### src/rtl/seg7_pkg.sv
// seg7_pkg: shared definitions for the multiplexed seven-segment scanner.
//   - SEG_A..SEG_G : bit positions of each segment in the 7-bit pattern
//   - HEX_SEG      : active-high hex-to-segment table, index = nibble value
//   - lz_mask()    : leading-zero suppression mask for up to MAX_DIG digits
package seg7_pkg;

    localparam int SEG_A = 0;
    localparam int SEG_B = 1;
    localparam int SEG_C = 2;
    localparam int SEG_D = 3;
    localparam int SEG_E = 4;
    localparam int SEG_F = 5;
    localparam int SEG_G = 6;

    localparam int MAX_DIG = 8;

    // One-hot masks per segment so the table below reads as segment lists.
    localparam logic [6:0] SA = 7'(1 << SEG_A);
    localparam logic [6:0] SB = 7'(1 << SEG_B);
    localparam logic [6:0] SC = 7'(1 << SEG_C);
    localparam logic [6:0] SD = 7'(1 << SEG_D);
    localparam logic [6:0] SE = 7'(1 << SEG_E);
    localparam logic [6:0] SF = 7'(1 << SEG_F);
    localparam logic [6:0] SG = 7'(1 << SEG_G);

    localparam logic [6:0] HEX_SEG [16] = '{
        SA | SB | SC | SD | SE | SF,        // 0
        SB | SC,                            // 1
        SA | SB | SD | SE | SG,             // 2
        SA | SB | SC | SD | SG,             // 3
        SB | SC | SF | SG,                  // 4
        SA | SC | SD | SF | SG,             // 5
        SA | SC | SD | SE | SF | SG,        // 6
        SA | SB | SC,                       // 7
        SA | SB | SC | SD | SE | SF | SG,   // 8
        SA | SB | SC | SD | SF | SG,        // 9
        SA | SB | SC | SE | SF | SG,        // A
        SC | SD | SE | SF | SG,             // b
        SA | SD | SE | SF,                  // C
        SB | SC | SD | SE | SG,             // d
        SA | SD | SE | SF | SG,             // E
        SA | SE | SF | SG                   // F
    };

    // Bit k set means digit k is a leading zero to be suppressed. Scans from
    // the most significant populated digit downwards; digit 0 always stays.
    function automatic logic [MAX_DIG-1:0] lz_mask(input logic [4*MAX_DIG-1:0] digits,
                                                  input int n_dig);
        logic leading;
        lz_mask = '0;
        leading = 1'b1;
        for (int i = MAX_DIG - 1; i >= 1; i--) begin
            if (i < n_dig) begin
                if (leading && (digits[4*i +: 4] == 4'd0)) begin
                    lz_mask[i] = 1'b1;
                end else begin
                    leading = 1'b0;
                end
            end
        end
    endfunction

endpackage

### src/rtl/seg7_scan_n_if.sv
// seg7_scan_n_if: bundle between the digit source and the scanner.
//   digits/dots/blank/lz_en/bright/load : display content + capture strobe
//   segment/dot/dig_en                  : pin-level drive (after polarity)
//   upd_pend/frame_done                 : status back to the digit source
// master = digit source, slave = scanner.
interface seg7_scan_n_if #(
    parameter int N_DIG    = 4,
    parameter int BRIGHT_W = 3
);
    logic [4*N_DIG-1:0]  digits;
    logic [N_DIG-1:0]    dots;
    logic [N_DIG-1:0]    blank;
    logic                lz_en;
    logic [BRIGHT_W-1:0] bright;
    logic                load;
    logic [6:0]          segment;
    logic                dot;
    logic [N_DIG-1:0]    dig_en;
    logic                upd_pend;
    logic                frame_done;

    modport master (
        output digits, dots, blank, lz_en, bright, load,
        input  segment, dot, dig_en, upd_pend, frame_done
    );

    modport slave (
        input  digits, dots, blank, lz_en, bright, load,
        output segment, dot, dig_en, upd_pend, frame_done
    );
endinterface

### src/rtl/seg7_hex_decode.sv
// seg7_hex_decode: combinational nibble -> active-high segment pattern.
//   nibble : hex value 0..F
//   seg    : bit SEG_A..SEG_G, 1 = segment lit
module seg7_hex_decode
    import seg7_pkg::*;
(
    input  logic [3:0] nibble,
    output logic [6:0] seg
);
    assign seg = HEX_SEG[nibble];
endmodule

### src/rtl/seg7_scan_n.sv
// seg7_scan_n: N-digit multiplexed seven-segment scanner.
//   FPGA_CLK : system clock
//   RESET    : synchronous active-high reset
//   bus      : seg7_scan_n_if.slave (content in, segment/dot/dig_en and status out)
// Inputs are captured into staging on load and promoted to the active set at
// the start of the digit-0 slot, so a frame never shows a mix of two updates.
module seg7_scan_n
    import seg7_pkg::*;
#(
    parameter int N_DIG       = 4,
    parameter int CLK_HZ      = 50_000_000,
    parameter int SLOT_HZ     = 1000,
    parameter int GAP         = 16,
    parameter int BRIGHT_W    = 3,
    parameter int SEG_ACT_LOW = 1,
    parameter int DIG_ACT_LOW = 1
) (
    input  logic         FPGA_CLK,
    input  logic         RESET,
    seg7_scan_n_if.slave bus
);
    localparam int SLOT  = CLK_HZ / SLOT_HZ;
    localparam int CNT_W = $clog2(SLOT);
    localparam int IDX_W = (N_DIG > 1) ? $clog2(N_DIG) : 1;

    localparam logic [CNT_W-1:0] SLOT_LAST = CNT_W'(SLOT - 1);
    localparam logic [CNT_W-1:0] GAP_C     = CNT_W'(GAP);
    localparam logic [IDX_W-1:0] IDX_LAST  = IDX_W'(N_DIG - 1);
    localparam logic             SEG_INV   = (SEG_ACT_LOW != 0);
    localparam logic             DIG_INV   = (DIG_ACT_LOW != 0);

    logic [CNT_W-1:0]    slot_cnt_reg;
    logic [IDX_W-1:0]    idx_reg;
    logic                upd_pend_reg;

    logic [4*N_DIG-1:0]  stg_digits_reg, act_digits_reg;
    logic [N_DIG-1:0]    stg_dots_reg,   act_dots_reg;
    logic [N_DIG-1:0]    stg_blank_reg,  act_blank_reg;
    logic                stg_lz_reg,     act_lz_reg;
    logic [BRIGHT_W-1:0] stg_bright_reg, act_bright_reg;

    logic [6:0]          segment_reg;
    logic                dot_reg;
    logic [N_DIG-1:0]    dig_en_reg;
    logic                frame_done_reg;

    logic                slot_last, idx_last, commit;
    logic [4*N_DIG-1:0]  cur_digits;
    logic [N_DIG-1:0]    cur_dots, cur_blank;
    logic                cur_lz;
    logic [BRIGHT_W-1:0] cur_bright;
    logic [3:0]          nib_arr [N_DIG];
    logic [MAX_DIG-1:0]  lz_full;
    logic [6:0]          dec_pat, pattern;
    logic [BRIGHT_W-1:0] pwm;
    logic                window, dark, cur_dot, drive;
    logic [N_DIG-1:0]    dig_onehot;

    assign slot_last = (slot_cnt_reg == SLOT_LAST);
    assign idx_last  = (idx_reg == IDX_LAST);
    assign commit    = upd_pend_reg && (idx_reg == '0) && (slot_cnt_reg == '0);

    // On the commit cycle the output registers already see the staged set, so
    // the first cycle of the new frame shows the new content.
    assign cur_digits = commit ? stg_digits_reg : act_digits_reg;
    assign cur_dots   = commit ? stg_dots_reg   : act_dots_reg;
    assign cur_blank  = commit ? stg_blank_reg  : act_blank_reg;
    assign cur_lz     = commit ? stg_lz_reg     : act_lz_reg;
    assign cur_bright = commit ? stg_bright_reg : act_bright_reg;

    genvar gi;
    generate
        for (gi = 0; gi < N_DIG; gi++) begin : g_nib
            assign nib_arr[gi] = cur_digits[4*gi +: 4];
        end
    endgenerate

    assign lz_full = lz_mask(32'(cur_digits), N_DIG);

    seg7_hex_decode u_dec (
        .nibble (nib_arr[idx_reg]),
        .seg    (dec_pat)
    );

    // pwm < bright+1 is written as pwm <= bright to keep it in BRIGHT_W bits.
    assign pwm     = BRIGHT_W'(slot_cnt_reg - GAP_C);
    assign window  = (slot_cnt_reg >= GAP_C) && ((cur_bright == '1) || (pwm <= cur_bright));
    assign dark    = cur_blank[idx_reg] | (cur_lz & lz_full[3'(idx_reg)]);
    assign cur_dot = cur_dots[idx_reg];
    assign pattern = dark ? 7'd0 : dec_pat;
    // A dark digit is still enabled when its dot must light.
    assign drive      = window && (!dark || cur_dot);
    assign dig_onehot = drive ? (N_DIG'(1) << idx_reg) : '0;

    always_ff @(posedge FPGA_CLK) begin
        if (RESET) begin
            slot_cnt_reg   <= '0;
            idx_reg        <= '0;
            upd_pend_reg   <= 1'b0;
            stg_digits_reg <= '0;
            stg_dots_reg   <= '0;
            stg_blank_reg  <= '1;
            stg_lz_reg     <= 1'b0;
            stg_bright_reg <= '1;
            act_digits_reg <= '0;
            act_dots_reg   <= '0;
            act_blank_reg  <= '1;
            act_lz_reg     <= 1'b0;
            act_bright_reg <= '1;
            segment_reg    <= {7{SEG_INV}};
            dot_reg        <= SEG_INV;
            dig_en_reg     <= {N_DIG{DIG_INV}};
            frame_done_reg <= 1'b0;
        end else begin
            if (slot_last) begin
                slot_cnt_reg <= '0;
                idx_reg      <= idx_last ? '0 : idx_reg + IDX_W'(1);
            end else begin
                slot_cnt_reg <= slot_cnt_reg + CNT_W'(1);
            end

            if (bus.load) begin
                stg_digits_reg <= bus.digits;
                stg_dots_reg   <= bus.dots;
                stg_blank_reg  <= bus.blank;
                stg_lz_reg     <= bus.lz_en;
                stg_bright_reg <= bus.bright;
            end

            if (commit) begin
                act_digits_reg <= stg_digits_reg;
                act_dots_reg   <= stg_dots_reg;
                act_blank_reg  <= stg_blank_reg;
                act_lz_reg     <= stg_lz_reg;
                act_bright_reg <= stg_bright_reg;
            end

            // A load on the commit cycle keeps the flag set for the next frame.
            upd_pend_reg <= bus.load | (upd_pend_reg & ~commit);

            segment_reg    <= pattern ^ {7{SEG_INV}};
            dot_reg        <= cur_dot ^ SEG_INV;
            dig_en_reg     <= dig_onehot ^ {N_DIG{DIG_INV}};
            frame_done_reg <= slot_last && idx_last;
        end
    end

    assign bus.segment    = segment_reg;
    assign bus.dot        = dot_reg;
    assign bus.dig_en     = dig_en_reg;
    assign bus.upd_pend   = upd_pend_reg;
    assign bus.frame_done = frame_done_reg;

endmodule

### src/flat_wrapper.sv
// flat-port wrapper written by rule: the top's interface ports become plain ports
module seg7_scan_n_flat import seg7_pkg::*;
#(
    parameter int N_DIG       = 4,
    parameter int CLK_HZ      = 50_000_000,
    parameter int SLOT_HZ     = 1000,
    parameter int GAP         = 16,
    parameter int BRIGHT_W    = 3,
    parameter int SEG_ACT_LOW = 1,
    parameter int DIG_ACT_LOW = 1
)
  (FPGA_CLK, RESET, bus_digits, bus_dots, bus_blank, bus_lz_en, bus_bright, bus_load, bus_segment, bus_dot, bus_dig_en, bus_upd_pend, bus_frame_done);
  seg7_scan_n_if #(.N_DIG(N_DIG), .BRIGHT_W(BRIGHT_W)) bus_i ();
  input  logic FPGA_CLK;
  input  logic RESET;
  input wire logic [$bits(bus_i.digits)-1:0] bus_digits;
  input wire logic [$bits(bus_i.dots)-1:0] bus_dots;
  input wire logic [$bits(bus_i.blank)-1:0] bus_blank;
  input wire logic [$bits(bus_i.lz_en)-1:0] bus_lz_en;
  input wire logic [$bits(bus_i.bright)-1:0] bus_bright;
  input wire logic [$bits(bus_i.load)-1:0] bus_load;
  output wire logic [$bits(bus_i.segment)-1:0] bus_segment;
  output wire logic [$bits(bus_i.dot)-1:0] bus_dot;
  output wire logic [$bits(bus_i.dig_en)-1:0] bus_dig_en;
  output wire logic [$bits(bus_i.upd_pend)-1:0] bus_upd_pend;
  output wire logic [$bits(bus_i.frame_done)-1:0] bus_frame_done;
  assign bus_i.digits = bus_digits;
  assign bus_i.dots = bus_dots;
  assign bus_i.blank = bus_blank;
  assign bus_i.lz_en = bus_lz_en;
  assign bus_i.bright = bus_bright;
  assign bus_i.load = bus_load;
  assign bus_segment = bus_i.segment;
  assign bus_dot = bus_i.dot;
  assign bus_dig_en = bus_i.dig_en;
  assign bus_upd_pend = bus_i.upd_pend;
  assign bus_frame_done = bus_i.frame_done;
  seg7_scan_n #(.N_DIG(N_DIG), .CLK_HZ(CLK_HZ), .SLOT_HZ(SLOT_HZ), .GAP(GAP), .BRIGHT_W(BRIGHT_W), .SEG_ACT_LOW(SEG_ACT_LOW), .DIG_ACT_LOW(DIG_ACT_LOW)) u_core (.FPGA_CLK(FPGA_CLK), .RESET(RESET), .bus(bus_i));
endmodule
### config.mk
export PLATFORM = sky130hd
export DESIGN_NAME = seg7_scan_n_flat
export DESIGN_NICKNAME = d
export VERILOG_FILES = /design/src/rtl/seg7_pkg.sv /design/src/rtl/seg7_scan_n_if.sv /design/src/rtl/seg7_hex_decode.sv /design/src/rtl/seg7_scan_n.sv /design/src/flat_wrapper.sv
export SDC_FILE = /design/constraint.sdc
export NUM_CORES = 1
export LEC_CHECK = 0
export CAP_MARGIN = 40
export CORE_MARGIN = 5
export CORE_UTILIZATION = 45
export DETAILED_ROUTE_END_ITERATION = 12
export GPL_TIMING_DRIVEN = 0
export MAX_ROUTING_LAYER = met4
export PLACE_DENSITY = 0.66
export SETUP_SLACK_MARGIN = 0.05
export SYNTH_ARGS = -nofsm -noshare
export SYNTH_HDL_FRONTEND = slang
export SYNTH_SLANG_ARGS = --single-unit
### constraint.sdc
create_clock -name FPGA_CLK -period 7.4 [get_ports FPGA_CLK]
set_clock_uncertainty 0.2 [all_clocks]
set_input_delay 1.48 -clock FPGA_CLK [delete_from_list [all_inputs] [get_ports FPGA_CLK]]
set_output_delay 1.48 -clock FPGA_CLK [all_outputs]
set_load 0.02 [all_outputs]
Figure 1. Cells by drive strength (run 1).
The bar under the picture is 20 µm long.
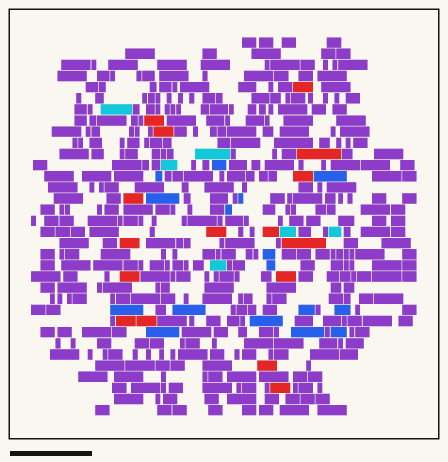
color	size	cells	share
purple	x1 and smaller	429	92%
cyan	x3 and x4	6	1.3%
blue	x2	16	3.4%
red	x6 and larger	16	3.4%

Figure 2. Layout detail (run 1).
Region (63, 11) to (93, 41) µm. Cells in gray, sequential cells in the stronger gray; small squares are vias.
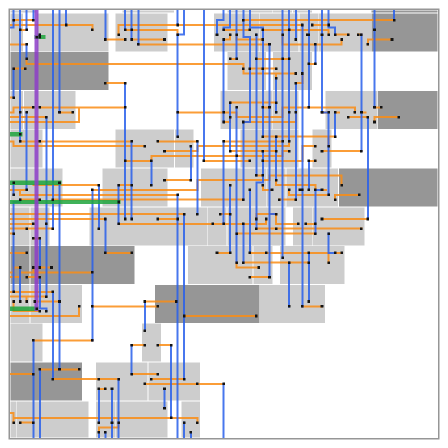
color	layer
green	M3
blue	M2
purple	M4
orange	M1
cells with their middle in the window	48
netlist names of flops here include	u_core.bus.segment (3), u_core.act_digits_reg (2), u_core.stg_digits_reg (2)
most frequent	mux2i_1 (8), nor2_1 (7), dfxtp_1 (7)
sequential cells in the window	7

Figure 3. Clock routing (run 1).
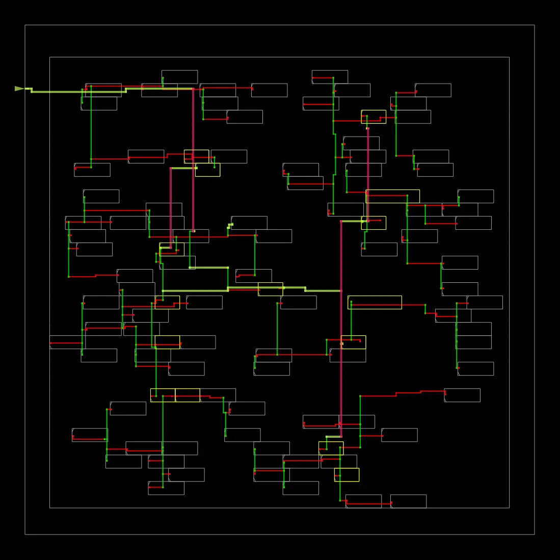
clk pwr: 0.000385 W
number of buffers added by the clock tree synthesis step: 9
count of clock tree sinks: 88
final-layout clock buffer total: 13
clk ins delay skew pair: 0.35 ns

Figure 4. Clock network drawn from the DEF (run 1).
The bar under the picture is 20 µm long.
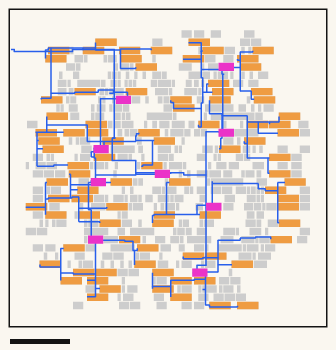
[blue] clock wires | length: 1,010 µm
[magenta] clock-net drivers | count: 9
[orange] flip-flops | count: 88
routed clock nets	10
flops lie	all over the die

==> run notes, run 1 <==
Flow results.

- The run finished with clean final reports.
- The initial core utilization is 0.461.
- The share of synthesized area in the top cell type comes to 0.438.
- The complex-gate fraction of the synthesized area is 0.0685.
- The via count of the first global-routing pass was 3,096.
- The layout report lists the multi-input gate area as 2120 µm².
- In this run, the synthesized area fraction spent on adder and majority cells is recorded as 0.0436.
- At the end of the flow the core is filled with cells to 0.553.
- On met3, the global router reports a usage of 0.0298.
- The number of cells upsized or downsized after cts is 0.
- Summed over all nets, the switching power comes to 0.000230 W.
- Following the worst setup path forward leads to its endpoint at u_core.bus.dig_en[1].
- The worst setup path is captured at a flip-flop.
- The filler-free cell count of the finished design is 575.
- The share of final layout cell area taken by clock buffers and inverters is 0.0495.
- The depth of the critical timing path with buffers and inverters included is 15.
- The initial antenna violation count is 0.
- The total of endpoints with negative setup slack in the final report is 0.
- The routed design uses 365 µm of met3 wire.
- The switching portion of total power comes to 0.229.
- The OpenROAD warning count is 34.
- The cell type with the highest occurrence count on the critical path is sky130_fd_sc_hd__ha_1.
- The global-route track usage on met2 is 0.264.
- The highest-utilization routing layer at the global route stage is met2.
- The met1 global-route usage is 0.243.
- The maximum fanout along the worst path is 10.
- The combined area of all synthesized cells is 4020 µm².
- Of the cells placed in the final design, the portion with a size suffix greater than 1 is 0.0814.
- The category of the most critical setup path is flip-flop to flip-flop.
- Of the total power, registers draw 0.503.
- The commonest cells after synthesis are sky130_fd_sc_hd__dfxtp_1 (88), sky130_fd_sc_hd__nor2_1 (74), sky130_fd_sc_hd__mux2i_1 (63).
- The final tally of hold violations is 0.
- The total power after layout is 0.00100 W.
- The area of all placed cells without fillers is 4820 µm².
- The count of non-CTS buffers in the layout is 62.
- The number of maximum-capacitance constraint violations is 0.
- The power drawn by the combinational cells is 0.000114 W.
- The worst hold path depth is 2.
- The highest metal layer with signal wires is met4.
- The number of nets with antenna violations after routing is 0.
- The average instance in the mapped netlist occupies 9.83 µm².
- The synthesis warning total is 0.
- The layout-stage area growth over the synthesis result is 20.0%.
- The transition time at the pin with the least slew margin is 0.765 ns.
- Once iteration 0 of detailed routing completed, the report listed 185 DRC markers.
- Across all register-to-register paths, the minimum setup slack is 3.49 ns.
- The final weighted congestion in routability-driven placement is 0.877.
- The part of the power in the clock network is 0.384.
- Counting the fill cells in the layout gives 791.
- The launch instance of the worst min-delay path is u_core.act_blank_reg[3].
- The number of levels in the clock H-tree is 3.
- In this run the worst setup path begins at u_core.idx_reg[0].
- The remaining global-route overflow is 0.
- Post-synth the commonest register cell is sky130_fd_sc_hd__dfxtp_1.
- The dominant power group in this design is sequential cells.
- Post-synthesis, Yosys gives the total cell area as 4020 µm².
- The delay of the slowest cell on the worst path is 0.37 ns.
- The net total in the final layout is 508.
- The cell taking the most area after synthesis is sky130_fd_sc_hd__dfxtp_1.
- The buffer-and-inverter tally for the worst setup path is 4.
- Power spread over the standard cell area amounts to 208 nW/µm².
- The top achievable clock speed is 256 MHz.
- The worst hold path class is flip-flop to flip-flop.
- The maximum number of pins on one net before global-route repair is 14.
- The time the final worst path needs with I/O delays and setup is 3.91 ns.
- At the placement stage, the worst setup path has a slack of 3.50 ns.
- The timing report shows that the slowest cell on the worst path is sky130_fd_sc_hd__dfxtp_1.
- Per the synthesis report, the XOR/XNOR share of the synthesized area is 0.0305.
- The required time at the worst-slack endpoint is 7.38 ns.
- Summing all placed instances gives a cell area of 4590 µm².
- Hold timing on the final database bottoms out at a slack of 0.280 ns.
- The post-detailed-route DRC marker count is 0.
- Per the placement log, port buffering inserted 43 buffers.
- The post-detailed-route wirelength per cell is 15.4 µm.
- The combinational fraction of the cell area is 0.439.
- By instance count after routing, the leading logic cell type is sky130_fd_sc_hd__dfxtp_1.
- The sequential fraction of the synthesis area is 0.438.
- The number of I/O pins is 45.
- In the power breakdown, the internal column shows 0.000774 W.
- The met1 layer wirelength in the final routing is 4380 µm.
- The overall die area is 10,900 µm².
- The count of antenna diodes in the layout is 0.
==> run 2: changes to the inputs <==
--- a/config.mk
+++ b/config.mk
@@ -11,7 +11,7 @@
 export DETAILED_ROUTE_END_ITERATION = 12
 export GPL_TIMING_DRIVEN = 0
 export MAX_ROUTING_LAYER = met4
-export PLACE_DENSITY = 0.66
+export PLACE_DENSITY = 0.69
 export SETUP_SLACK_MARGIN = 0.05
 export SYNTH_ARGS = -nofsm -noshare
 export SYNTH_HDL_FRONTEND = slang
==> constraint.sdc (replaced) <==
create_clock -name FPGA_CLK -period 3.4 [get_ports FPGA_CLK]
set_clock_uncertainty 0.2 [all_clocks]
set_input_delay 0.68 -clock FPGA_CLK [delete_from_list [all_inputs] [get_ports FPGA_CLK]]
set_output_delay 0.68 -clock FPGA_CLK [all_outputs]
set_load 0.02 [all_outputs]
Figure 5. Cells by drive strength (run 2).
The bar under the picture is 20 µm long.
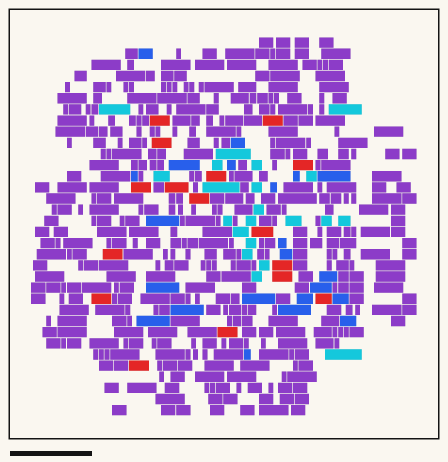
non-clock buffer count in the final layout: 72
final instance area: 4940 µm²
relative area change from synthesis to final layout: 22.8%
post-route worst setup slack: 0.214 ns

==> run 2 against run 1 <==
First-iteration DRC count grew 9.2%. Sequential cell count unchanged. Die size did not move. Hold slack gained 0.0064 ns. Global-route usage shrank 0.73 points. Combinational power up 130%. Setup slack lost 3.3 ns.
==> run notes, run 2 <==
Flow results.

- The run finished with clean final reports.
- The filler-free cell count of the finished design is 586.
- Counting endpoints that fail hold in the final report gives 0.
- In this run the worst setup path begins at u_core.idx_reg[0].
- The report shows a maximum critical-path fanout of 10.
- The power report attributes to the clock group a share of 0.330.
- The setup path with the least slack is of type flip-flop to flip-flop.
- The worst hold path begins at u_core.slot_cnt_reg[0].
- The timing report gives the biggest stage delay along the critical path as 0.53 ns.
- The met3 wire length is 473 µm.
- The global router reports that the layer with the highest usage is met2.
- The total internal power is 0.00153 W.
- Counting the clock-network buffers in the layout gives 13.
- For this design, Yosys synthesis ends with a cell count of 409.
- The data required time reported for the critical path is 3.44 ns.
- The synthesis warning total is 0.
- According to the floorplan report, the die height is 105 µm.
- The worst-case setup slack after placement is -0.477 ns.
- The power per cell area is 412 nW/µm².
- The end point of the critical path is u_core.bus.segment[3].
- STA reports the tightest min-delay check as being of type flip-flop to flip-flop.
- The core region is 8720 µm².
- The final weighted congestion in routability-driven placement is 0.896.
- The synthesis report names the predominant flop master as sky130_fd_sc_hd__dfxtp_1.
- Ranked by instance count, the synthesized netlist is headed by sky130_fd_sc_hd__dfxtp_1 (88), sky130_fd_sc_hd__nor2_1 (74), sky130_fd_sc_hd__mux2i_1 (63).
- According to the floorplan report, the total die area is 10,900 µm².
- The tightest hold path in the finished design has a slack of 0.286 ns.
- In this run the power spent charging and discharging nets is 0.000506 W.
- The final core utilization is 0.566.
- The net total in the final layout is 518.
- During I/O placement, the number of pins put on the boundary was 45.
- Of the total synthesized cell area, the portion taken by AND-OR and OR-AND cells is 0.0685.
- Entering global routing, the biggest net connects 14 pins.
- The time the final worst path needs with I/O delays and setup is 3.19 ns.
- The top achievable clock speed is 314 MHz.
- STA classifies the critical path startpoint as a flip-flop.
- For flop-to-flop paths, the worst setup slack is 0.21 ns.
- The timing report lists the critical path depth as 15 cells.
- Looking at the max-slew report, the worst-margin pin has a slew of 0.856 ns.
- The post-synthesis share of cell area spent on full adders, half adders and majority gates is 0.0436.
- The slowest stage of the critical path is the sky130_fd_sc_hd__mux4_2 cell.
- The tree built by TritonCTS fans out to 88 sinks.
- The violation tally recorded at the end of detailed-routing iteration 0 is 202.
- The number of clock buffers added by TritonCTS is 9.
- The area fraction of the largest cell type after synthesis is 0.438.
- Routing resource usage on met2 recorded by global route was 0.251.
- The total cell area at the placement stage is 4590 µm².
- The post-detailed-route wirelength per cell is 15.2 µm.
- The met1 layer wirelength in the final routing is 4220 µm.
- The leakage power summed over all cells is 2.12 nW.
- Counting only logic cells after layout, the most numerous master is sky130_fd_sc_hd__dfxtp_1.
- The fraction of layout instances using a drive strength above 1 is 0.123.
- Per the detail_route report, DRC violations left total 0.
- Total power for the finished layout comes to 0.00203 W.
- The share of total power dissipated in sequential elements is 0.541.
- The total global-route track usage is 0.170.
- The layout filler cell count is 763.
- Per the placement log, port buffering inserted 43 buffers.
- Per the final report, the share of cell area in clock cells is 0.0373.
- The portion of netlist area occupied by mux cells is 0.211.
- Ranked by power, first place goes to sequential cells.
- met1 track demand over resource after global routing is 0.226.
- The combined area of all synthesized cells is 4020 µm².
- The synthesized area per cell is 9.83 µm².
- The total of endpoints with negative setup slack in the final report is 0.
- The combinational fraction of the cell area is 0.439.
- The met2 wire length is 4130 µm.
- The remaining global-route overflow is 0.
- The sequential fraction of the synthesis area is 0.438.
- 0 antenna diodes ended up in the layout.
- STA classifies the critical path endpoint as a flip-flop.
- The highest metal layer with signal wires is met4.
- The floorplan step records an initial core utilization of 0.461.
- In this run the remaining antenna-violating nets after routing total 0.
- The power drawn by the combinational cells is 0.000262 W.
- Per the layout area report, the combinational gate area comes to 2170 µm².
- In the hold timing report, the worst path depth is 1.
- Along the critical path, the tally of buffer and inverter instances is 4.
- The multi-input combinational cell count is 286.
- The parity-gate share of the synthesized area counting xor and xnor cells is 0.0305.
- In this run, power in the clock network comes to 0.000671 W.
- Of all cell types, the one taking the most synthesized area is sky130_fd_sc_hd__dfxtp_1.
- As reported, the later end of the worst-skew pair has a clock insertion delay of 0.36 ns.
- The initial antenna violation count is 0.
- In this run, post-CTS repair resized a total of 10 instances.
- The routing usage on met3 is 0.0534.
- The via count of the first global-routing pass is 2,993.
Power figures rest on the tool's default switching activity, not on a simulated workload.
